`config.mk`:
```
export PLATFORM = sky130hd
export DESIGN_NAME = multicycle_ctrl
export DESIGN_NICKNAME = d
export VERILOG_FILES = /design/src/rtl/mcctrl_pkg.sv /design/src/rtl/mcctrl_decode.sv /design/src/rtl/multicycle_ctrl.sv
export SDC_FILE = /design/constraint.sdc
export NUM_CORES = 1
export LEC_CHECK = 0
export CORE_MARGIN = 10
export CORE_UTILIZATION = 30
export DETAILED_ROUTE_END_ITERATION = 16
export PLACE_DENSITY = 0.59
export RECOVER_POWER = 50
export SLEW_MARGIN = 20
export SYNTH_ARGS = -nofsm -noshare
export SYNTH_HDL_FRONTEND = slang
export SYNTH_SLANG_ARGS = --single-unit
```
`constraint.sdc`:
```
create_clock -name clk -period 2.5 [get_ports clk]
set_clock_uncertainty 0.05 [all_clocks]
set_input_delay 0.5 -clock clk [delete_from_list [all_inputs] [get_ports clk]]
set_output_delay 0.5 -clock clk [all_outputs]
set_load 0.005 [all_outputs]
```
`src/rtl/mcctrl_pkg.sv`:
```
// Shared types and constants for the multicycle CPU control FSM.
//   state_t    : 4-bit FSM state encoding (also exported on state_o for debug)
//   OP_*       : 6-bit instruction opcodes understood by the controller
//   ALUB_*     : ALUSrcB mux encodings
//   PCSRC_*    : PCSrc mux encodings
//   strobes_t  : bundle of datapath control strobes produced per state
package mcctrl_pkg;

    typedef enum logic [3:0] {
        ST_FETCH    = 4'd0,
        ST_DECODE   = 4'd1,
        ST_EXEC_R   = 4'd2,
        ST_WB_R     = 4'd3,
        ST_EXEC_I   = 4'd4,
        ST_WB_I     = 4'd5,
        ST_MEM_ADDR = 4'd6,
        ST_MEM_RD   = 4'd7,
        ST_MEM_WR   = 4'd8,
        ST_WB_M     = 4'd9,
        ST_BRANCH   = 4'd10,
        ST_JUMP     = 4'd11
    } state_t;

    localparam logic [5:0] OP_R    = 6'h00;
    localparam logic [5:0] OP_J    = 6'h02;
    localparam logic [5:0] OP_BEQ  = 6'h04;
    localparam logic [5:0] OP_ADDI = 6'h08;
    localparam logic [5:0] OP_LW   = 6'h23;
    localparam logic [5:0] OP_SW   = 6'h2B;

    localparam logic [1:0] ALUB_RT  = 2'd0;
    localparam logic [1:0] ALUB_ONE = 2'd1;
    localparam logic [1:0] ALUB_IMM = 2'd2;

    localparam logic [1:0] PCSRC_ALU = 2'd0;
    localparam logic [1:0] PCSRC_BR  = 2'd1;
    localparam logic [1:0] PCSRC_JMP = 2'd2;

    typedef struct packed {
        logic       select_ins;
        logic       ir_write;
        logic       pc_write;
        logic       reg_write;
        logic       reg_dst;
        logic       alu_src_a;
        logic [1:0] alu_src_b;
        logic       mem_write;
        logic       mem_to_reg;
        logic       beq;
        logic [1:0] pc_src;
    } strobes_t;

endpackage

```
`src/rtl/mcctrl_decode.sv`:
```
// State -> datapath strobe table (Moore, except PCWrite in BRANCH follows zero).
//   state   in  : current FSM state
//   zero    in  : ALU zero flag, gates the PC load in BRANCH
//   strobes out : control strobe bundle for this state
module mcctrl_decode
    import mcctrl_pkg::*;
(
    input  state_t   state,
    input  logic     zero,
    output strobes_t strobes
);

    always_comb begin
        strobes = '0;
        case (state)
            ST_FETCH: begin
                strobes.select_ins = 1'b1;
                strobes.ir_write   = 1'b1;
                strobes.pc_write   = 1'b1;
                strobes.alu_src_b  = ALUB_ONE;
                strobes.pc_src     = PCSRC_ALU;
            end
            ST_EXEC_R: begin
                strobes.alu_src_a = 1'b1;
                strobes.alu_src_b = ALUB_RT;
            end
            ST_WB_R: begin
                strobes.reg_write = 1'b1;
                strobes.reg_dst   = 1'b1;
            end
            ST_EXEC_I, ST_MEM_ADDR: begin
                strobes.alu_src_a = 1'b1;
                strobes.alu_src_b = ALUB_IMM;
            end
            ST_WB_I: begin
                strobes.reg_write = 1'b1;
            end
            ST_MEM_WR: begin
                strobes.mem_write = 1'b1;
            end
            ST_WB_M: begin
                strobes.reg_write  = 1'b1;
                strobes.mem_to_reg = 1'b1;
            end
            ST_BRANCH: begin
                strobes.alu_src_a = 1'b1;
                strobes.alu_src_b = ALUB_RT;
                strobes.beq       = 1'b1;
                strobes.pc_src    = PCSRC_BR;
                strobes.pc_write  = zero;
            end
            ST_JUMP: begin
                strobes.pc_src   = PCSRC_JMP;
                strobes.pc_write = 1'b1;
            end
            default: ;
        endcase
    end

endmodule

```
`src/rtl/multicycle_ctrl.sv`:
```
// Control FSM for the multicycle CPU: decodes the opcode, sequences datapath
// strobes, inserts memory wait states, flags illegal opcodes and counts
// retired instructions.
// Optional feature macro: MCCTRL_MEMRDY_EN adds a mem_ready handshake that
// replaces the fixed MEM_WAIT timing in MEM_RD / MEM_WR.
//   clk, rst (sync, active-high)
//   opcode (OPW), zero, [mem_ready]        : inputs from datapath / memory
//   SelectIns .. PCSrc                     : datapath control strobes
//   illegal_op                             : pulse in DECODE on unknown opcode
//   retired (CNTW)                         : completed-instruction counter
//   state_o (4)                            : current state, debug
module multicycle_ctrl
    import mcctrl_pkg::*;
#(
    parameter int unsigned OPW      = 6,
    parameter int unsigned MEM_WAIT = 0,
    parameter int unsigned CNTW     = 16
) (
    input  logic            clk,
    input  logic            rst,
    input  logic [OPW-1:0]  opcode,
    input  logic            zero,
`ifdef MCCTRL_MEMRDY_EN
    input  logic            mem_ready,
`endif
    output logic            SelectIns,
    output logic            IRWrite,
    output logic            PCWrite,
    output logic            RegWrite,
    output logic            RegDst,
    output logic            ALUSrcA,
    output logic [1:0]      ALUSrcB,
    output logic            MemWrite,
    output logic            MemtoReg,
    output logic            BEQ,
    output logic [1:0]      PCSrc,
    output logic            illegal_op,
    output logic [CNTW-1:0] retired,
    output logic [3:0]      state_o
);

    // Compare opcodes at the wider of OPW and the package constant width.
    localparam int unsigned CMPW = (OPW > 6) ? OPW : 6;

    state_t         state;
    logic           is_lw;
    logic           mem_done_c;
    strobes_t       strb;
    logic [CMPW-1:0] op_ext;
    logic           op_r, op_j, op_beq, op_addi, op_lw, op_sw, op_known;

    assign op_ext   = CMPW'(opcode);
    assign op_r     = (op_ext == CMPW'(OP_R));
    assign op_j     = (op_ext == CMPW'(OP_J));
    assign op_beq   = (op_ext == CMPW'(OP_BEQ));
    assign op_addi  = (op_ext == CMPW'(OP_ADDI));
    assign op_lw    = (op_ext == CMPW'(OP_LW));
    assign op_sw    = (op_ext == CMPW'(OP_SW));
    assign op_known = op_r | op_j | op_beq | op_addi | op_lw | op_sw;

    // Memory-state exit condition: handshake or fixed wait count.
`ifdef MCCTRL_MEMRDY_EN
    assign mem_done_c = mem_ready;
`else
    logic [3:0] wait_cnt;

    always_ff @(posedge clk) begin
        if (rst) begin
            wait_cnt <= '0;
        end else if ((state == ST_MEM_RD || state == ST_MEM_WR) && !mem_done_c) begin
            wait_cnt <= wait_cnt + 4'd1;
        end else begin
            wait_cnt <= '0;
        end
    end

    assign mem_done_c = (wait_cnt == 4'(MEM_WAIT));
`endif

    // State sequencing and retire counting.
    always_ff @(posedge clk) begin
        if (rst) begin
            state   <= ST_FETCH;
            is_lw   <= 1'b0;
            retired <= '0;
        end else begin
            case (state)
                ST_FETCH: state <= ST_DECODE;
                ST_DECODE: begin
                    is_lw <= op_lw;
                    if (op_r)                state <= ST_EXEC_R;
                    else if (op_addi)        state <= ST_EXEC_I;
                    else if (op_lw || op_sw) state <= ST_MEM_ADDR;
                    else if (op_beq)         state <= ST_BRANCH;
                    else if (op_j)           state <= ST_JUMP;
                    else                     state <= ST_FETCH;
                end
                ST_EXEC_R:   state <= ST_WB_R;
                ST_EXEC_I:   state <= ST_WB_I;
                ST_MEM_ADDR: state <= is_lw ? ST_MEM_RD : ST_MEM_WR;
                ST_MEM_RD: begin
                    if (mem_done_c) state <= ST_WB_M;
                end
                ST_MEM_WR: begin
                    if (mem_done_c) begin
                        state   <= ST_FETCH;
                        retired <= retired + CNTW'(1);
                    end
                end
                ST_WB_R, ST_WB_I, ST_WB_M, ST_BRANCH, ST_JUMP: begin
                    state   <= ST_FETCH;
                    retired <= retired + CNTW'(1);
                end
                default: state <= ST_FETCH;
            endcase
        end
    end

    mcctrl_decode u_decode (
        .state   (state),
        .zero    (zero),
        .strobes (strb)
    );

    // All strobes are held low while reset is asserted, whatever the state.
    assign SelectIns  = !rst && strb.select_ins;
    assign IRWrite    = !rst && strb.ir_write;
    assign PCWrite    = !rst && strb.pc_write;
    assign RegWrite   = !rst && strb.reg_write;
    assign RegDst     = !rst && strb.reg_dst;
    assign ALUSrcA    = !rst && strb.alu_src_a;
    assign ALUSrcB    = rst ? 2'b00 : strb.alu_src_b;
    assign MemWrite   = !rst && strb.mem_write;
    assign MemtoReg   = !rst && strb.mem_to_reg;
    assign BEQ        = !rst && strb.beq;
    assign PCSrc      = rst ? 2'b00 : strb.pc_src;
    assign illegal_op = !rst && (state == ST_DECODE) && !op_known;
    assign state_o    = state;

endmodule

```
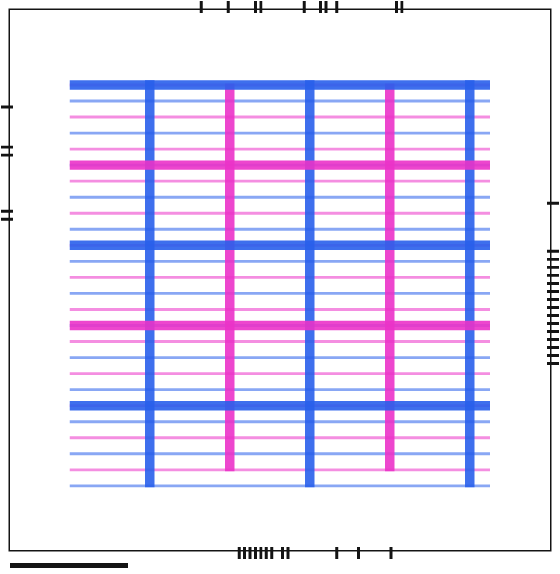
power_grid.png
Bar = 20 um. Pins as bars on the die edge.
VDD -> magenta
VSS -> blue
met5 straps = 5
rows = 25
met4 straps = 5
signal pins = 43
met1 rails = 26
Die Y: 91.60 um
core region area: 4848 um^2
Die X-Extent: 91.60 um

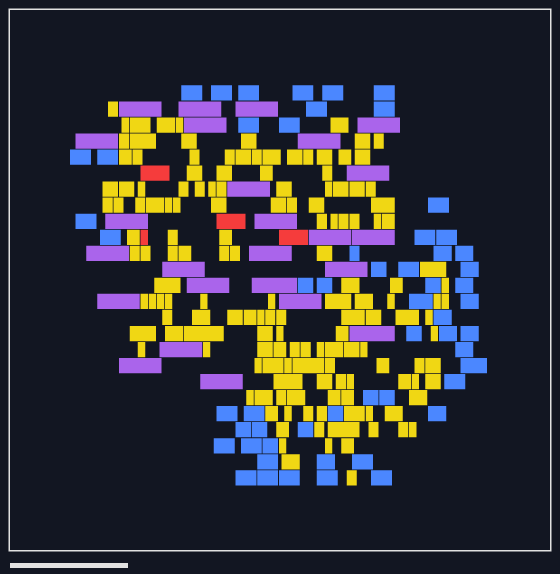
placement_by_type.png
Bar = 20 um.
combinational and other logic -> yellow  # cells 151, share of their area 48%
clock drivers and dummy loads -> red  # cells 4, share of their area 2.2%
flops -> purple  # cells 25, share of their area 25%
other buffers and delay cells -> blue  # cells 56, share of their area 25%
utilization after layout: 43.54%
number of core rows: 25
Post-Layout Inst Area: 2111 um^2
sequential portion of the cell area: 23.83%

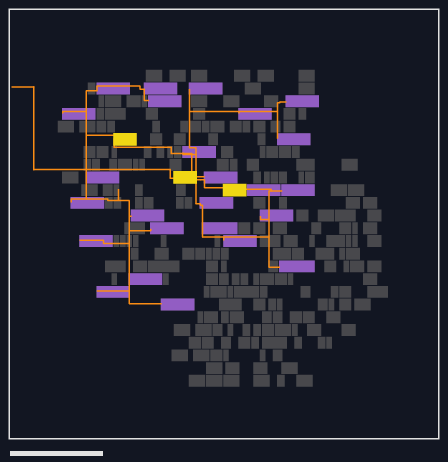
clk_routes.png
Bar = 20 um.
clock drivers -> yellow  # count 3
clock wires -> orange  # length 325 um
flip-flops -> purple  # count 25
routed clock nets = 4

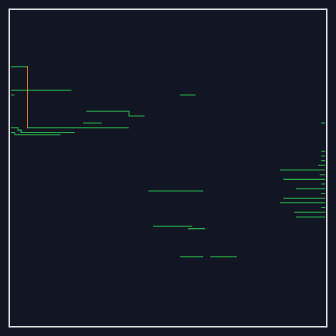
wires.png
Two of the layers only.
metal 4 -> orange  # wire length 17.7 um
metal 3 -> green  # wire length 241 um

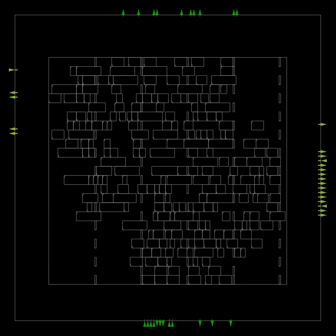
placement.png
final standard cell count with taps included and fillers excluded: 303
fill count: 493

==> Slide: Implementation Results <==
Synthesis and Place & Route Summary

Logic synthesis
  – Top cell area share: 32.55%
  – Portion of the post-synthesis area used by sequential elements: 32.55%
  – Number of distinct library cell variants in the gate-level netlist after synthesis: 48
  – Instance tally after logic synthesis: 189
  – Synth Net Count: 201
  – Count of state elements after synthesis: 25
  – Post-synth design cell area: 1538 um^2
  – Fraction of registers with async set or reset after synthesis: 0%
  – Main flop type after synthesis: sky130_fd_sc_hd__dfxtp_1
  – Post-synth tally of flip-flops with integrated enable: 0
  – Top post-synthesis cells by area: sky130_fd_sc_hd__dfxtp_1 (33%), sky130_fd_sc_hd__a21oi_1 (5.5%), sky130_fd_sc_hd__nor2_1 (5.4%)
  – Yosys synthesis warning count: 0

Global routing
  – Maximum number of pins on one net before global-route repair: 29
  – GRT Residual Overflow: 0
  – Met2 track demand over resource: about 16%
  – Number of global-route vias before repair: 1456
  – Initial antenna violation count: 0
  – Gr busiest metal: met2
  – Met3 Use GR: between 2 and 3%
  – Aggregate global-route resource usage: 9.727%

Setup path
  – Start point of the critical path: opcode[0]
  – Reg-to-reg startpoint: wait_cnt[0]
  – Crit. path cell count: 5
  – Required time at the worst-slack endpoint: 1950 ps
  – Cells on worst reg2reg path: 7
  – Most Frequent Cell on Critical Path: sky130_fd_sc_hd__nor4b_2
  – Worst Path Max Fanout: 5
  – Capture point of the worst path: illegal_op
  – Critical register-to-register path endpoint: retired[9]
  – Endpoint type of the worst setup path: primary output
  – Critical path class: in2out
  – Slack of the worst reg-to-reg path: roughly 350 ps
  – Critical path, cell by cell: clkdlybuf4s50_1 -> nor2_1 -> nor4b_2 -> nor4b_2 -> dlygate4sd2_1
  – Crit path max-delay family: buffers and inverters
  – Longest individual stage delay on the worst path: 470 ps

Flow run
  – Max-Cap Viols: 0

Worst hold path
  – Worst Hold Class: reg2reg

Place
  – Dpl ws: -232.7 ps
  – Gp weighted congestion: 0.7960
  – Number of input and output port buffers inserted: 42

Finish
  – Proportion of layout cells with a drive suffix above 1: between 10% and 20%
  – Area growth from synthesis to layout: 37.27%
  – Number of inserted diodes: 0
  – Total Nets Final: 249

Outcome
  – Run status: finished, final reports clean

Route
  – Total Routed Length: 4161 um
  – Vias per cell: 5.132
  – Antenna violation net count after detailed routing: 0
  – Wire length per cell after detailed routing: between 10 and 15 um
  – DRC violation count after routing: 0
  – Number of vias after detailed routing: between 1500 and 2000

STA
  – Setup-failing EPs final: 0
  – Post-layout min period: 2425 ps
  – Slew of the pin with the lowest slew margin: about 570 ps
  – Max_slew headroom: 61.51%
  – Max frequency: 412.4 MHz
  – Final Hold Vio Count: 0
  – Setup TNS after final layout: 0 ps
  – Slack of the critical path: 75.38 ps
  – Fraction of the cycle the final worst path needs: 96.98%

Clocking
  – Number of buffers on the longest clock path: 2
  – Clock edge transition at the registers on the reported setup and hold paths: 90 ps
  – Clock latency reported for the late side of the worst-skew pair: 270 ps
  – # H-tree levels: 1
  – TritonCTS clock tree: built

Floorplanning
  – Initial core utilization: 31.72%
  – Number of placed I/O pins: about 43

Pwr
  – Power per Cell Area: between 300 and 400 nW/um^2
  – Maximum ir drop on the vdd rail: 258.7 uV
  – LEAKAGE: 0.8322 nW
[metal layers]
| layer | part of all wire, % | up-vias |
|---|---|---|
| met5 | 0 | - |
| met4 | 0.41 | 0 |
| met3 | 5.8 | 2 |
| met2 | 47 | 37 |
| met1 | 47 | 723 |
| li1 | - | 793 |
[power breakdown]
| part | internal (mW) | total [mW] | switching (mW) | leakage (nW) |
|---|---|---|---|---|
| Sequential | 0.400 | 0.405 | 0.00504 | 0.202 |
| Combinational | 0.0498 | 0.0949 | 0.0451 | 0.607 |
| Clock | 0.114 | 0.239 | 0.125 | 0.0228 |
[stage by stage]
| step | util (%) | power [mW] | hold WS [ps] | cells | cell area, um^2 |
|---|---|---|---|---|---|
| final | 43.54 | 0.7390 | 421.3 | 303 | 2111 |
| after global routing | 43.54 | 0.7756 | 463.8 | 303 | 2111 |
| after floorplan | - | 0.4621 | 380.0 | 189 | 1538 |
| after global placement | 42.58 | 0.5113 | 397.7 | 299 | 2064 |
| after detailed placement | 42.58 | 0.5110 | 407.0 | 299 | 2064 |
| after CTS | 43.77 | 0.7535 | 428.4 | 303 | 2122 |
[registers in the layout, summed over array words and instances, names as in the netlist]
name and cells:
wait_cnt 4, state_o 4, is_lw 1, retired 16
[cell families after synthesis]
family	Yosys count	synth area share [%]
multiplexers	3	2.034
adder cells (fa/ha/maj)	3	2.441
buffers and inverters	21	7.323
XOR/XNOR	5	2.848
flip-flops	25	32.55
AND/OR/NAND/NOR	86	33.28
AND-OR/OR-AND	46	19.53
[worst min path at each step]
stage                           start          end  slack (ps)  cells past startpoint
after global placement    wait_cnt[0]  wait_cnt[0]         400                      1
after CTS                 wait_cnt[0]  wait_cnt[0]         430                      1
after floorplan           wait_cnt[0]  wait_cnt[0]         380                      1
final                     wait_cnt[0]  wait_cnt[0]         420                      1
after detailed placement  wait_cnt[0]  wait_cnt[0]         410                      1
after global routing      wait_cnt[0]  wait_cnt[0]         460                      1
[area by class of cell]
cell class / count / area (um^2) / area share (%)
inverters: 8 / 30.03 / 1.423
well taps: 67 / 83.83 / 3.972
multi-input cells: 143 / 933.4 / 44.22
clock buffers: 4 / 45.04 / 2.134
flip-flops and latches: 25 / 503.0 / 23.83
repair buffers: 56 / 515.5 / 24.42
[cells in the final DEF, fill, tap and decap left out, drive strengths merged, types with 3 or more instances in the layout]
cell type,count
nor2,22
o21ai,8
nand3,10
nor4b,3
or3,6
nor3,6
dlygate4sd2,11
buf,13
clkbuf,5
and4,3
xnor2,3
or4,9
nand2b,3
ha,3
a21oi,17
dlygate4sd3,16
inv,8
nand2,7
dfxtp,25
clkdlybuf4s50,14
o31ai,10
[repair_timing]
action                     in CTS  in global routing
gates resized                  16                  4
setup endpoints to repair      11                  2
hold buffers                    0                  0
Power and IR drop assume default switching activity.
